[config.mk]
export PLATFORM = sky130hd
export DESIGN_NAME = interval_timer_ctrl
export DESIGN_NICKNAME = d
export VERILOG_FILES = /design/src/rtl/interval_timer_pkg.sv /design/src/rtl/interval_timer_ctrl_cnt_dp.sv /design/src/rtl/interval_timer_ctrl.sv
export SDC_FILE = /design/constraint.sdc
export NUM_CORES = 1
export LEC_CHECK = 0
export ABC_AREA = 1
export CELL_PAD_IN_SITES_DETAIL_PLACEMENT = 1
export CELL_PAD_IN_SITES_GLOBAL_PLACEMENT = 1
export CORE_MARGIN = 2
export CORE_UTILIZATION = 29
export DETAILED_ROUTE_END_ITERATION = 8
export GPL_TIMING_DRIVEN = 0
export PLACE_DENSITY_LB_ADDON = 0.1
export SKIP_CTS_REPAIR_TIMING = 1
export SYNTH_ARGS = -nofsm -noshare
export SYNTH_HDL_FRONTEND = slang
export SYNTH_SLANG_ARGS = --single-unit
[constraint.sdc]
create_clock -name clk -period 2.5 [get_ports clk]
set_input_delay 0.375 -clock clk [delete_from_list [all_inputs] [get_ports clk]]
set_output_delay 0.375 -clock clk [all_outputs]
set_load 0.005 [all_outputs]
[src/rtl/interval_timer_pkg.sv]
// Shared constants for the interval timer: FSM state encoding, mode encoding
// and default sizing.
package interval_timer_pkg;

    localparam logic [1:0] ST_IDLE   = 2'd0;
    localparam logic [1:0] ST_RUN    = 2'd1;
    localparam logic [1:0] ST_PAUSED = 2'd2;
    localparam logic [1:0] ST_DONE   = 2'd3;

    localparam logic MODE_ONESHOT    = 1'b0;
    localparam logic MODE_AUTORELOAD = 1'b1;

    localparam int         DEFAULT_WIDTH_C    = 8;
    localparam logic [7:0] DEFAULT_PERIOD_C   = 8'hFF;
    localparam int         DEFAULT_PRESCALE_C = 4;

endpackage

[src/rtl/interval_timer_ctrl_cnt_dp.sv]
// Counter datapath: WIDTH-bit register with clear, load and +1 enable, plus
// the terminal-count equality compare.
module timer_cnt_dp
    import interval_timer_pkg::*;
#(
    parameter int WIDTH = DEFAULT_WIDTH_C
) (
    input  logic             clk,
    input  logic             clr,
    input  logic             ld,
    input  logic [WIDTH-1:0] ld_val,
    input  logic             en,
    input  logic [WIDTH-1:0] term_val,
    output logic [WIDTH-1:0] count,
    output logic             at_term
);

    logic [WIDTH-1:0] count_r;

    // Count register; clear beats load beats increment, carry-out is discarded.
    always_ff @(posedge clk) begin
        if (clr) begin
            count_r <= {WIDTH{1'b0}};
        end else if (ld) begin
            count_r <= ld_val;
        end else if (en) begin
            count_r <= count_r + WIDTH'(1);
        end else begin
            count_r <= count_r;
        end
    end

    assign count   = count_r;
    assign at_term = (count_r == term_val);

endmodule

[src/rtl/interval_timer_ctrl.sv]
// Interval timer sequencer: config registers, start/pause/stop FSM and tick.
// Optional prescaler enabled by defining INTERVAL_TIMER_PRESCALE_EN.
module interval_timer_ctrl
    import interval_timer_pkg::*;
#(
    parameter int               WIDTH          = DEFAULT_WIDTH_C,
    parameter logic [WIDTH-1:0] DEFAULT_PERIOD = DEFAULT_PERIOD_C
`ifdef INTERVAL_TIMER_PRESCALE_EN
    ,
    parameter int               PRESCALE       = DEFAULT_PRESCALE_C
`endif
) (
    input  logic             clk,
    input  logic             res,
    input  logic             cfg_we,
    input  logic [WIDTH-1:0] cfg_period,
    input  logic             cfg_mode,
    input  logic             start,
    input  logic             stop,
    input  logic             pause,
    output logic [WIDTH-1:0] count,
    output logic             tick,
    output logic             busy,
    output logic [1:0]       state
);

    logic [1:0]       state_r;
    logic [1:0]       state_nxt_s;
    logic             tick_r;
    logic             tick_nxt_s;
    logic             busy_r;
    logic [WIDTH-1:0] period_r;
    logic             mode_r;
    logic             cfg_ld_s;
    logic             clr_s;
    logic             ld_s;
    logic             en_s;
    logic             step_s;
    logic             at_term_s;

`ifdef INTERVAL_TIMER_PRESCALE_EN
    localparam int PSC_W = (PRESCALE > 1) ? $clog2(PRESCALE) : 1;

    logic [PSC_W-1:0] psc_r;
    logic             psc_clr_s;
    logic             psc_adv_s;

    assign step_s    = (psc_r == PSC_W'(PRESCALE - 1));
    assign psc_clr_s = stop | start | (state_nxt_s == ST_IDLE) | (state_nxt_s == ST_DONE);
    assign psc_adv_s = (state_r == ST_RUN) & ~pause;

    // Prescaler: wraps on the step cycle, frozen while paused.
    always_ff @(posedge clk) begin
        if (res || psc_clr_s) begin
            psc_r <= {PSC_W{1'b0}};
        end else if (psc_adv_s) begin
            psc_r <= step_s ? {PSC_W{1'b0}} : psc_r + PSC_W'(1);
        end else begin
            psc_r <= psc_r;
        end
    end
`else
    assign step_s = 1'b1;
`endif

    // Next-state and datapath control, priority stop > start > pause > cfg_we.
    always_comb begin
        state_nxt_s = state_r;
        tick_nxt_s  = 1'b0;
        cfg_ld_s    = 1'b0;
        clr_s       = 1'b0;
        ld_s        = 1'b0;
        en_s        = 1'b0;
        if (stop) begin
            clr_s       = 1'b1;
            state_nxt_s = ST_IDLE;
        end else if (start) begin
            ld_s        = 1'b1;
            state_nxt_s = ST_RUN;
        end else begin
            case (state_r)
                ST_IDLE: begin
                    cfg_ld_s = cfg_we;
                end
                ST_RUN: begin
                    if (pause) begin
                        state_nxt_s = ST_PAUSED;
                    end else if (step_s && at_term_s) begin
                        tick_nxt_s = 1'b1;
                        if (mode_r == MODE_AUTORELOAD) begin
                            ld_s = 1'b1;
                        end else begin
                            state_nxt_s = ST_DONE;
                        end
                    end else if (step_s) begin
                        en_s = 1'b1;
                    end else begin
                        en_s = 1'b0;
                    end
                end
                ST_PAUSED: begin
                    if (!pause) begin
                        state_nxt_s = ST_RUN;
                    end else begin
                        state_nxt_s = ST_PAUSED;
                    end
                end
                ST_DONE: begin
                    cfg_ld_s = cfg_we;
                end
                default: begin
                    state_nxt_s = ST_IDLE;
                end
            endcase
        end
    end

    // FSM, tick, busy and configuration registers.
    always_ff @(posedge clk) begin
        if (res) begin
            state_r  <= ST_IDLE;
            tick_r   <= 1'b0;
            busy_r   <= 1'b0;
            period_r <= DEFAULT_PERIOD;
            mode_r   <= MODE_ONESHOT;
        end else begin
            state_r <= state_nxt_s;
            tick_r  <= tick_nxt_s;
            busy_r  <= (state_nxt_s == ST_RUN) | (state_nxt_s == ST_PAUSED);
            if (cfg_ld_s) begin
                period_r <= cfg_period;
                mode_r   <= cfg_mode;
            end else begin
                period_r <= period_r;
                mode_r   <= mode_r;
            end
        end
    end

    timer_cnt_dp #(
        .WIDTH(WIDTH)
    ) u_cnt_dp (
        .clk     (clk),
        .clr     (res | clr_s),
        .ld      (ld_s),
        .ld_val  ({WIDTH{1'b0}}),
        .en      (en_s),
        .term_val(period_r),
        .count   (count),
        .at_term (at_term_s)
    );

    assign tick  = tick_r;
    assign busy  = busy_r;
    assign state = state_r;

endmodule
### Clock wires, drivers and flops

Scale bar: 20 um.
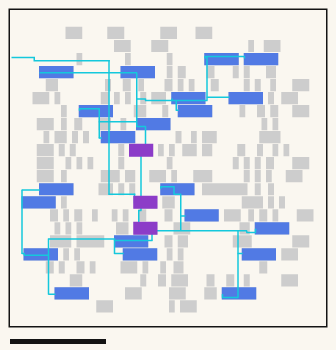
[clock wires] cyan | length: 297 um
[flip-flops] blue | count: 21
[cells driving clock nets] purple | count: 3
routed clock nets: 4

### Met3 routing

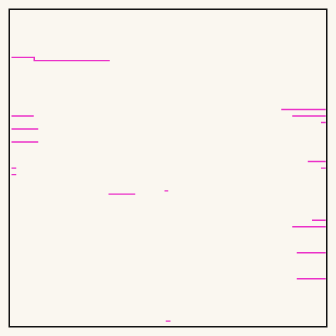
share of all routed wire: 3.0%
main direction: horizontal
GR Util met3: 0.0204
count of vias placed by the detailed router: 1054
aggregate routed wire length: 2830 um

### I/O pins on the die edge

Pins as bars across the die edge, other pins in grey.
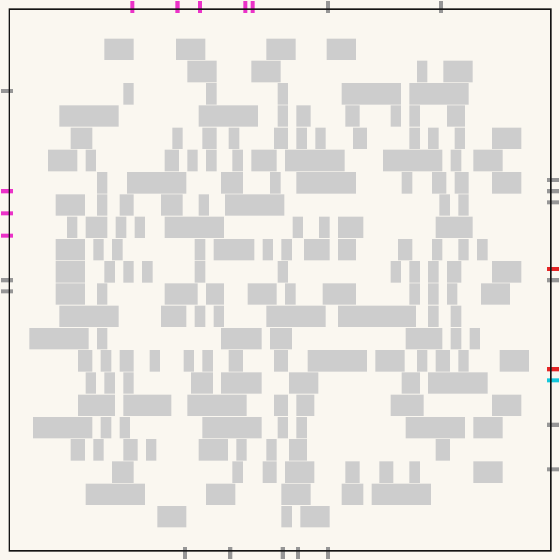
| port | colour | pins | direction | edge |
|---|---|---|---|---|
| `cfg_period` | magenta | 8 | input | 5 top, 3 left |
| `state` | red | 2 | output | right |
| `res` | cyan | 1 | input | right |

==> run notes <==
Main metrics from the flow reports.

The flow ran to the end, and the final reports show no timing, DRC or antenna violations. The number of setup violations in the final report is 0. The sequential share of power came out at 0.545. Counting only logic cells after layout, the most numerous master is sky130_fd_sc_hd__nand2_1. The met2 layer wire length in the routed design is 1540 um. The register area is 420 sq um.

The layer flagged by global routing as most heavily used is met2. The netlist uses 25 different library cells. Cell internal power was estimated by the tool at 0.494 mW. The synthesis report lists the most area-consuming cells as sky130_fd_sc_hd__dfxtp_1, sky130_fd_sc_hd__nand2_1, sky130_fd_sc_hd__inv_1, sky130_fd_sc_hd__ha_1, sky130_fd_sc_hd__a21oi_1.

The clock group total power is 0.220 mW. For this run, the register share of the synthesized area comes to 0.377. The tool warning count for the run is 27. The number of tapcells came out at 48. The average wire per standard cell came out at 12.3 um. The total power came out at 0.641 mW. The pre-CTS setup check shows a worst slack of 0.317 ns. Looking at the reg2reg group, the worst path starts from state[0]. In the hold timing report, the worst path depth is 2. The worst hold path begins at period_r[4]. The vertical die dimension came out at 66 um.

The flop-to-flop setup slack came out at 0.73 ns. The part of the total power dissipated in the clock network came out at 0.343. Of the total synthesized cell area, the portion taken by AND, OR, NAND and NOR gates is 0.358. The number of core rows came out at 22. The placed instance area is 1440 sq um. The post-route minimum period came out at 1.88 ns. The logic area came out at 594 sq um.

The number of maximum-capacitance violations recorded for the run is 0. The number of buffers and inverters on the critical path is 2. The synthesized area per cell came out at 7.33 sq um. The global-route usage over all layers is 0.145. The share of the synthesized area in the top cell type is 0.377. The number of nets in the layout came out at 201.

The number of antenna violations at the first check in global routing is 0. The final count of pins violating max slew is 0. The met1 track demand over resource is 0.151. The total of plain and repair buffers excluding clock buffers is 28. Entering global routing, the biggest net connects 12 pins.

The final non-filler cell area is 1480 sq um. The overflow left after global routing came out at 0. The total CTS buffers came out at 3. In the final layout, the share of cells above drive strength 1 is 0.0989.

For this run, asynchronously set or reset flops after synthesis account for 0. For reference, the top logic cell family by area is simple AND/OR/NAND/NOR gates. The finished layout reports a core utilization of 0.401. The number of H-tree branching levels came out at 1. Total power normalized to cell area comes to 433 nW/um^2. Counting stages on the worst path, the most repeated cell is sky130_fd_sc_hd__nor3_2.

The critical path arrival came out at 2.01 ns. Of the total synthesized cell area, the portion taken by XOR and XNOR cells is 0.0314. The fraction of area in registers came out at 0.284. The number of cells in the design after placement came out at 226. The number of design-rule violations left by the first detailed-router iteration is 17.

The endpoint class of the critical path is a flop. The most used flip-flop cell after synthesis is sky130_fd_sc_hd__dfxtp_1. The switching component of the power was reported as 0.147 mW. The final number of hold-violating endpoints is 0.

The worst register-to-register path ends at u_cnt_dp.count[6]. The number of sequential cells is 21. Per the synthesis report, the adder-cell share of the synthesized area is 0.0337. The post-route clock period utilization came out at 0.752. The combinational share of cell area came out at 0.402.

The maximum fanout encountered on the critical timing path is 9. 27 I/O pins were placed. At the floorplan stage, the core utilization is reported as 0.302. The width of the chip is 66 um. The highest metal layer used by the detailed router is met4.

The worst pin sits at a relative slew slack of 0.671. The worst setup path is of the input pin to flop kind. The number of cells on the worst reg-to-reg path is 8. The mapped netlist covers 1110 sq um.

On the final layout, the worst clock skew is 0.00307 ns. The number of standard cells reported by yosys came out at 152. Setup repair after global routing left no endpoint under its margin. The multiplexer fraction of the synthesized cell area came out at 0.

The area reported by Yosys stat came out at 1110 sq um. The pin slew with the least headroom to its limit is 0.492 ns. The proportion of cell area spent on the clock network is 0.0304. By instance count after routing, the leading logic cell types are sky130_fd_sc_hd__nand2_1, sky130_fd_sc_hd__clkdlybuf4s50_1, sky130_fd_sc_hd__inv_1, sky130_fd_sc_hd__dfxtp_1, sky130_fd_sc_hd__nor2_1. The cell at the root of the clock tree is sky130_fd_sc_hd__clkbuf_8.

The via count of the first global-routing pass is 1128. The final-layout worst hold slack is 0.498 ns. The power in sequential cells is 0.349 mW. Traced cell by cell, the critical path runs through clkdlybuf4s50_1, nor2_2, inv_1, nor2_1, nand2_4, nor3_4, nand2_1, nor3_2, nor3_2. After legalization and detailed placement, the total HPWL measured 2270 um.

For this design, the slowest cell found on the critical path is sky130_fd_sc_hd__clkdlybuf4s50_1. The clock sink count is 21. In the routed design, unresolved DRC markers number 0. The count of inverters other than clock inverters in the layout is 24. The delay of the slowest cell on the worst path is 0.44 ns. The startpoint class of the critical path is an input pin. The depth of the critical timing path with buffers and inverters included came out at 9. The count of multi-input gates is 105. The yosys warning tally is 0.
Power and IR drop assume default switching activity.
